[src/rtl/cache_pkg.sv]
// Shared types for the cache data array path: word, byte-enable and request types
// plus the data-port controller state encoding.
// No logic; imported by the data port, its byte merger and the memory model.
package cache_pkg;

    localparam int DATA_WIDTH  = 32;
    localparam int INDEX_WIDTH = 10;
    localparam int BE_WIDTH    = DATA_WIDTH / 8;

    typedef logic [DATA_WIDTH-1:0] cache_data_t;
    typedef logic [BE_WIDTH-1:0]   cache_be_t;

    typedef struct packed {
        logic [INDEX_WIDTH-1:0] index;
        logic                   we;
    } cache_req_t;

    typedef enum logic {
        IDLE  = 1'b0,
        MERGE = 1'b1
    } cache_port_state_t;

endpackage

[src/rtl/cache_byte_merge.sv]
// Byte-wise merge of new data over old data under a byte-enable mask.
// Latency: purely combinational.
// Backpressure: none.
// Ports: i_old (existing word), i_new (incoming word), i_be (1 = take new byte),
//        o_merged (result).
module cache_byte_merge
    import cache_pkg::*;
(
    input  cache_data_t i_old,
    input  cache_data_t i_new,
    input  cache_be_t   i_be,
    output cache_data_t o_merged
);

    for (genvar i = 0; i < BE_WIDTH; i++) begin : g_byte
        assign o_merged[8*i +: 8] = i_be[i] ? i_new[8*i +: 8] : i_old[8*i +: 8];
    end

endmodule

[src/rtl/cache_data_port.sv]
// Requester-side controller for the cache data array; partial writes become read-modify-write.
// Latency: read data returned the cycle after acceptance; full writes commit in the accept cycle.
// Backpressure: cpu_req_ready drops for the single MERGE cycle of a partial write and during reset.
// Ports: clk/reset; cpu_req_* request channel (valid/ready); cpu_resp_valid/rdata response
//        (no back-pressure); data_req/data_write/data_read to the single-port data memory.
module cache_data_port
    import cache_pkg::*;
(
    input  logic                   clk,
    input  logic                   reset,
    input  logic                   cpu_req_valid,
    output logic                   cpu_req_ready,
    input  logic [INDEX_WIDTH-1:0] cpu_req_index,
    input  logic                   cpu_req_we,
    input  cache_be_t              cpu_req_be,
    input  cache_data_t            cpu_req_wdata,
    output logic                   cpu_resp_valid,
    output cache_data_t            cpu_resp_rdata,
    output cache_req_t             data_req,
    output cache_data_t            data_write,
    input  cache_data_t            data_read
);

    cache_port_state_t      r_state;
    cache_port_state_t      w_state_next;
    logic                   r_pend;
    logic [INDEX_WIDTH-1:0] r_index;
    cache_be_t              r_be;
    cache_data_t            r_wdata;

    logic        w_accept;
    logic        w_latch;
    logic        w_be_full;
    logic        w_be_none;
    cache_data_t w_merged;

    assign cpu_req_ready = (r_state == IDLE) && !reset;
    assign w_accept      = cpu_req_valid && cpu_req_ready;
    assign w_be_full     = &cpu_req_be;
    assign w_be_none     = ~|cpu_req_be;

    // data_read in the MERGE cycle is the old word fetched by the read issued at acceptance.
    cache_byte_merge u_merge (
        .i_old    (data_read),
        .i_new    (r_wdata),
        .i_be     (r_be),
        .o_merged (w_merged)
    );

    always_ff @(posedge clk) begin
        if (reset) begin
            r_state <= IDLE;
            r_pend  <= 1'b0;
            r_index <= '0;
            r_be    <= '0;
            r_wdata <= '0;
        end else begin
            r_state <= w_state_next;
            r_pend  <= w_accept && !cpu_req_we;
            if (w_latch) begin
                r_index <= cpu_req_index;
                r_be    <= cpu_req_be;
                r_wdata <= cpu_req_wdata;
            end
        end
    end

    // Reset forces the idle drive, which also kills a write pending in MERGE.
    always_comb begin
        w_state_next = r_state;
        w_latch      = 1'b0;
        data_req     = '0;
        data_write   = '0;
        if (!reset) begin
            case (r_state)
                IDLE: begin
                    if (w_accept) begin
                        if (!cpu_req_we) begin
                            data_req = '{index: cpu_req_index, we: 1'b0};
                        end else if (w_be_full) begin
                            data_req   = '{index: cpu_req_index, we: 1'b1};
                            data_write = cpu_req_wdata;
                        end else if (!w_be_none) begin
                            data_req     = '{index: cpu_req_index, we: 1'b0};
                            w_latch      = 1'b1;
                            w_state_next = MERGE;
                        end
                    end
                end
                MERGE: begin
                    data_req     = '{index: r_index, we: 1'b1};
                    data_write   = w_merged;
                    w_state_next = IDLE;
                end
                default: w_state_next = IDLE;
            endcase
        end
    end

    // A read accepted just before reset must not report a response during reset.
    assign cpu_resp_valid = r_pend && !reset;
    assign cpu_resp_rdata = data_read;

endmodule

[config.mk]
export PLATFORM = sky130hd
export DESIGN_NAME = cache_data_port
export DESIGN_NICKNAME = d
export VERILOG_FILES = /design/src/rtl/cache_pkg.sv /design/src/rtl/cache_byte_merge.sv /design/src/rtl/cache_data_port.sv
export SDC_FILE = /design/constraint.sdc
export NUM_CORES = 1
export LEC_CHECK = 0
export ABC_AREA = 1
export CORE_ASPECT_RATIO = 0.75
export CORE_UTILIZATION = 30
export DETAILED_ROUTE_END_ITERATION = 8
export SYNTH_ARGS = -nofsm -noshare
export SYNTH_HDL_FRONTEND = slang
export SYNTH_SLANG_ARGS = --single-unit
[constraint.sdc]
create_clock -name clk -period 2.2 [get_ports clk]
set_input_delay 0.33 -clock clk [delete_from_list [all_inputs] [get_ports clk]]
set_output_delay 0.33 -clock clk [all_outputs]
set_load 0.05 [all_outputs]
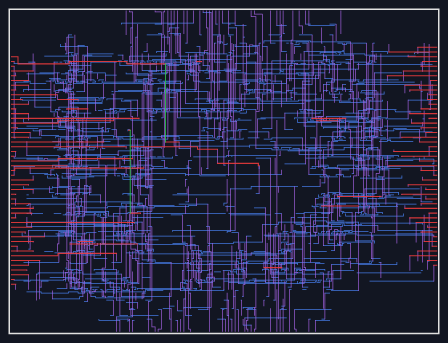
Fig. 1. Metal layers overlaid (run 1).
metal 4 -> green  # wire length 46.2 microns
metal 2 -> purple  # wire length 4780 microns
metal 1 -> blue  # wire length 5070 microns
metal 3 -> red  # wire length 875 microns
Tot GR Track Use: 18.88%
via count: 3694

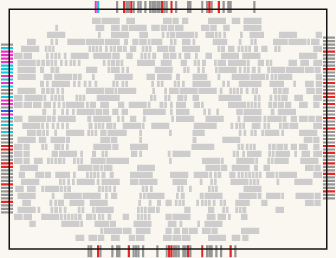
Fig. 2. Pin map (run 1).
Pins as bars across the die edge, other pins in gray.
data_req -> cyan  # pins 11, direction output, edge 10 left, 1 top
data_read -> red  # pins 32, direction input, edge 13 right, 7 bottom, 6 top, 6 left
cpu_req_index -> magenta  # pins 10, direction input, edge 9 left, 1 top
reset -> blue  # pins 1, direction input, edge left
all pins by edge = 49 left, 47 right, 32 top, 31 bottom

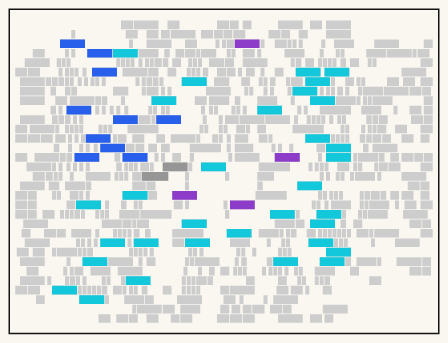
Fig. 3. Register map, names as in the netlist (run 1).
Other sequential cells in the stronger gray, the rest of the logic in the fainter gray.
r_wdata -> cyan  # flops 32
r_be -> purple  # flops 4, where center
r_index -> blue  # flops 10
fin util: 55.48%
Seq. pwr: 945 uW
fraction of area in registers: 16.59%
FF+latch area: 962.2 sq um

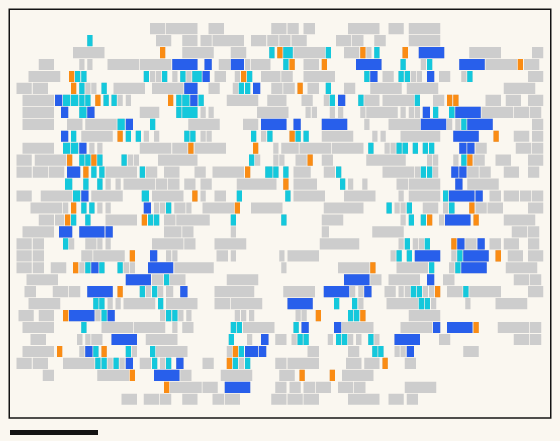
Fig. 4. Logic cells by family (run 1).
Scale bar: 20 microns.
inverters -> orange  # cells 55, most used inv_1, where widely spread
NAND gates -> cyan  # cells 151, most used nand2_1, where widely spread
inverting AOI/OAI gates -> blue  # cells 74, most used o21ai_0, where widely spread
Comb area share: 35.67%
Commonest Layout Cell: nand2_1
post-route insts no fill: 823

==> results.ini, run 1 <==
[synthesis]
synthesis.nets = 643
yosys_cells = 561
synth_area_sq_um = 3287
avgSynthCellArea_sq_um = 5.859
ys_area_sq_um = 3287
yosys-top-cells-area = dfxtp_1 (29%), nand2_1 (16%), nor2_1 (15%), buf_4 (9.1%), o21a_1 (7.3%)
synth_top_cell_by_area = dfxtp_1
synth.mux.area_fraction_pct = 0
seq_area_frac_synth_pct = 29.23
synthSimpleGateAreaFrac_pct = 33.35
ys_sh_xor_pct = 0
top_area_share_pct = 29.23

[timing]
period_minus_slack_ns = 2.136
fin_crit_sh_pct = 97.10
fmax_ghz = 0.4681

[place]
placed_cell_area_sq_um = 5495
dp_hpwl_mm = 7.797
place.gp.congestion = 0.8118
io_buffers = 158

[min_path]
worstHoldStart = r_wdata[25]

[layout]
inv_count = 55
largest_cell_class = buffers
fillers = 995
diodes = 1
area_share_nonclk_buffers_pct = 38.63

[global_routing]
use_met2_pct = 30.57
gr-total-overflow = 0

[power_and_ir_drop]
swShare_pct = 31.97
powerComb_uw = 786
p_switching_uw = 801.0
power-top-group = sequential cells
pwr-share-clk_pct = 30.9

[routing]
wl_met2_mm = 4.775
route.met3.wl_microns = 874
routed_wl_mm = 10.77
drtIter0Drc = 151
dr.pass1.iters = 4
top_layer_used = met4
wl_per_cell_microns = 13.08
final_antenna_net_count = 0

[die]
fp_util_pct = 31.45
core_area_sq_um = 10450

[clocking]
path_clk_slew_ns = 0.06
cts_tree = yes

[worst_setup_path]
arrival_ns = 1.81
worst-r2r-cell-count = 8
critPathMaxFanout = 9

[run]
max_cap_violations = 0

[status]
run_status = finished clean

[run 1: metrics by stage]
| step | hold WS (ns) | power (mW) | TNS, ns | utilization, % |
|---|---|---|---|---|
| finish | 0.4780 | 2.505 | 0 | 55.48 |
| global route | 0.5035 | 2.637 | -0.06658 | 55.48 |
| CTS | 0.4829 | 2.525 | 0 | 54.08 |
| detailed placement | 0.4686 | 1.746 | -0.004138 | 52.59 |
| global placement | 0.4579 | 1.737 | 0 | 52.59 |
| floorplan | 0.4016 | 1.431 | 0 | - |
[run 1: critical path, cell delays in order]
cell and delay, ns:
clkdlybuf4s50_1 0.51, nand3_2 0.12, nor2_4 0.14, buf_12 0.14, clkbuf_16 0.16, nand2_1 0.06
a21oi_2 0.18, buf_12 0.16
## Run 2: what changed since run 1
- RECOVER_POWER: not set -> 50
- TNS_END_PERCENT: not set -> 1
==> results.ini, run 2 <==
[status]
run_status = finished clean

[routing]
dr.pass1.iters = 4
final_antenna_net_count = 0

[clocking]
cts_tree = yes

[worst_setup_path]
critPathMaxFanout = 21
worst-path-buf-inv = 3
crit_chain = buf_4, nor3b_1, buf_4, nand3_1, a21oi_1, buf_12
max_stage_delay_ns = 0.34
cp.depth = 6
worst-r2r-cell-count = 8

[layout]
area_share_nonclk_buffers_pct = 38.69
seqCellArea_sq_um = 962.2
utilization_pct = 51.99
comb_share_pct = 34.20
largest_cell_class = buffers

[timing]
period_minus_slack_ns = 2.148

[place]
dp_hpwl_mm = 7.195

[power_and_ir_drop]
swShare_pct = 31.41
pg_seq_uw = 945

[global_routing]
gr-total-overflow = 0

[synthesis]
yosys-top-cells-area = dfxtp_1 (29%), nand2_1 (16%), nor2_1 (15%), buf_4 (9.1%), o21a_1 (7.3%)
yosys_cells = 561
synth_top_cell_by_area = dfxtp_1

[min_path]
worstHoldStart = r_wdata[20]

run 2: cell count changes in the layout (fill, tap and decap cells not counted), moves of 2 or more:
cell,change
a21oi_2,+30
a21oi_4,-28
buf_4,-9
clkdlybuf4s50_1,+5
dlymetal6s2s_1,-4
clkbuf_16,-3
a21oi_1,-2
run 2: kinds of logic after synthesis:
group	Yosys count	share of synthesized area [%]
and+or+nand+nor	285	33.35
buffers and inverters	122	18.84
AOI/OAI and AO/OA	106	18.58
DFF	48	29.23
run 2: metal layers:
layer	vias to the layer above	GRT usage, %	routed length, microns
met3	4	5.172	879
li1	1917	-	-
met4	0	3.557	55
met1	1594	23.54	4757
met2	129	28.32	4224
met5	-	0	0
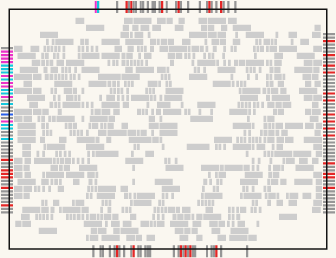
Fig. 5. Pin map (run 2).
Pins as bars across the die edge, other pins in gray.
data_read -> red  # pins 32, direction input, edge 14 right, 6 top, 6 bottom, 6 left
reset -> blue  # pins 1, direction input, edge left
data_req -> cyan  # pins 11, direction output, edge 10 left, 1 top
cpu_req_index -> magenta  # pins 10, direction input, edge 9 left, 1 top
Die H: 92.65 microns
Die Span X: 122.9 microns
I/O Buffers: 158

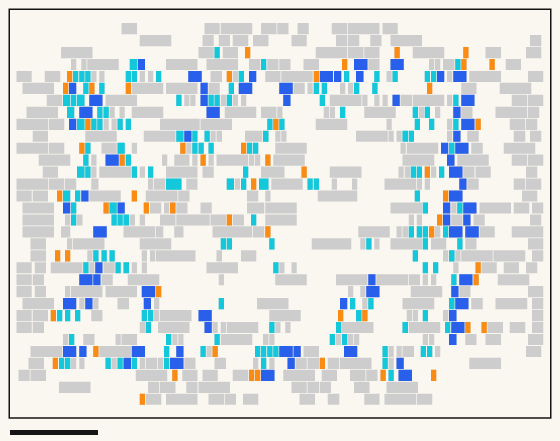
Fig. 6. Logic cells by family (run 2).
Scale bar: 20 microns.
inverters -> orange  # cells 55, most used inv_1, where widely spread
inverting AOI/OAI gates -> blue  # cells 74, most used a21oi_2, where widely spread
NAND gates -> cyan  # cells 151, most used nand2_1, where widely spread

No activity file was given, so power comes from the tool's default toggle rates.
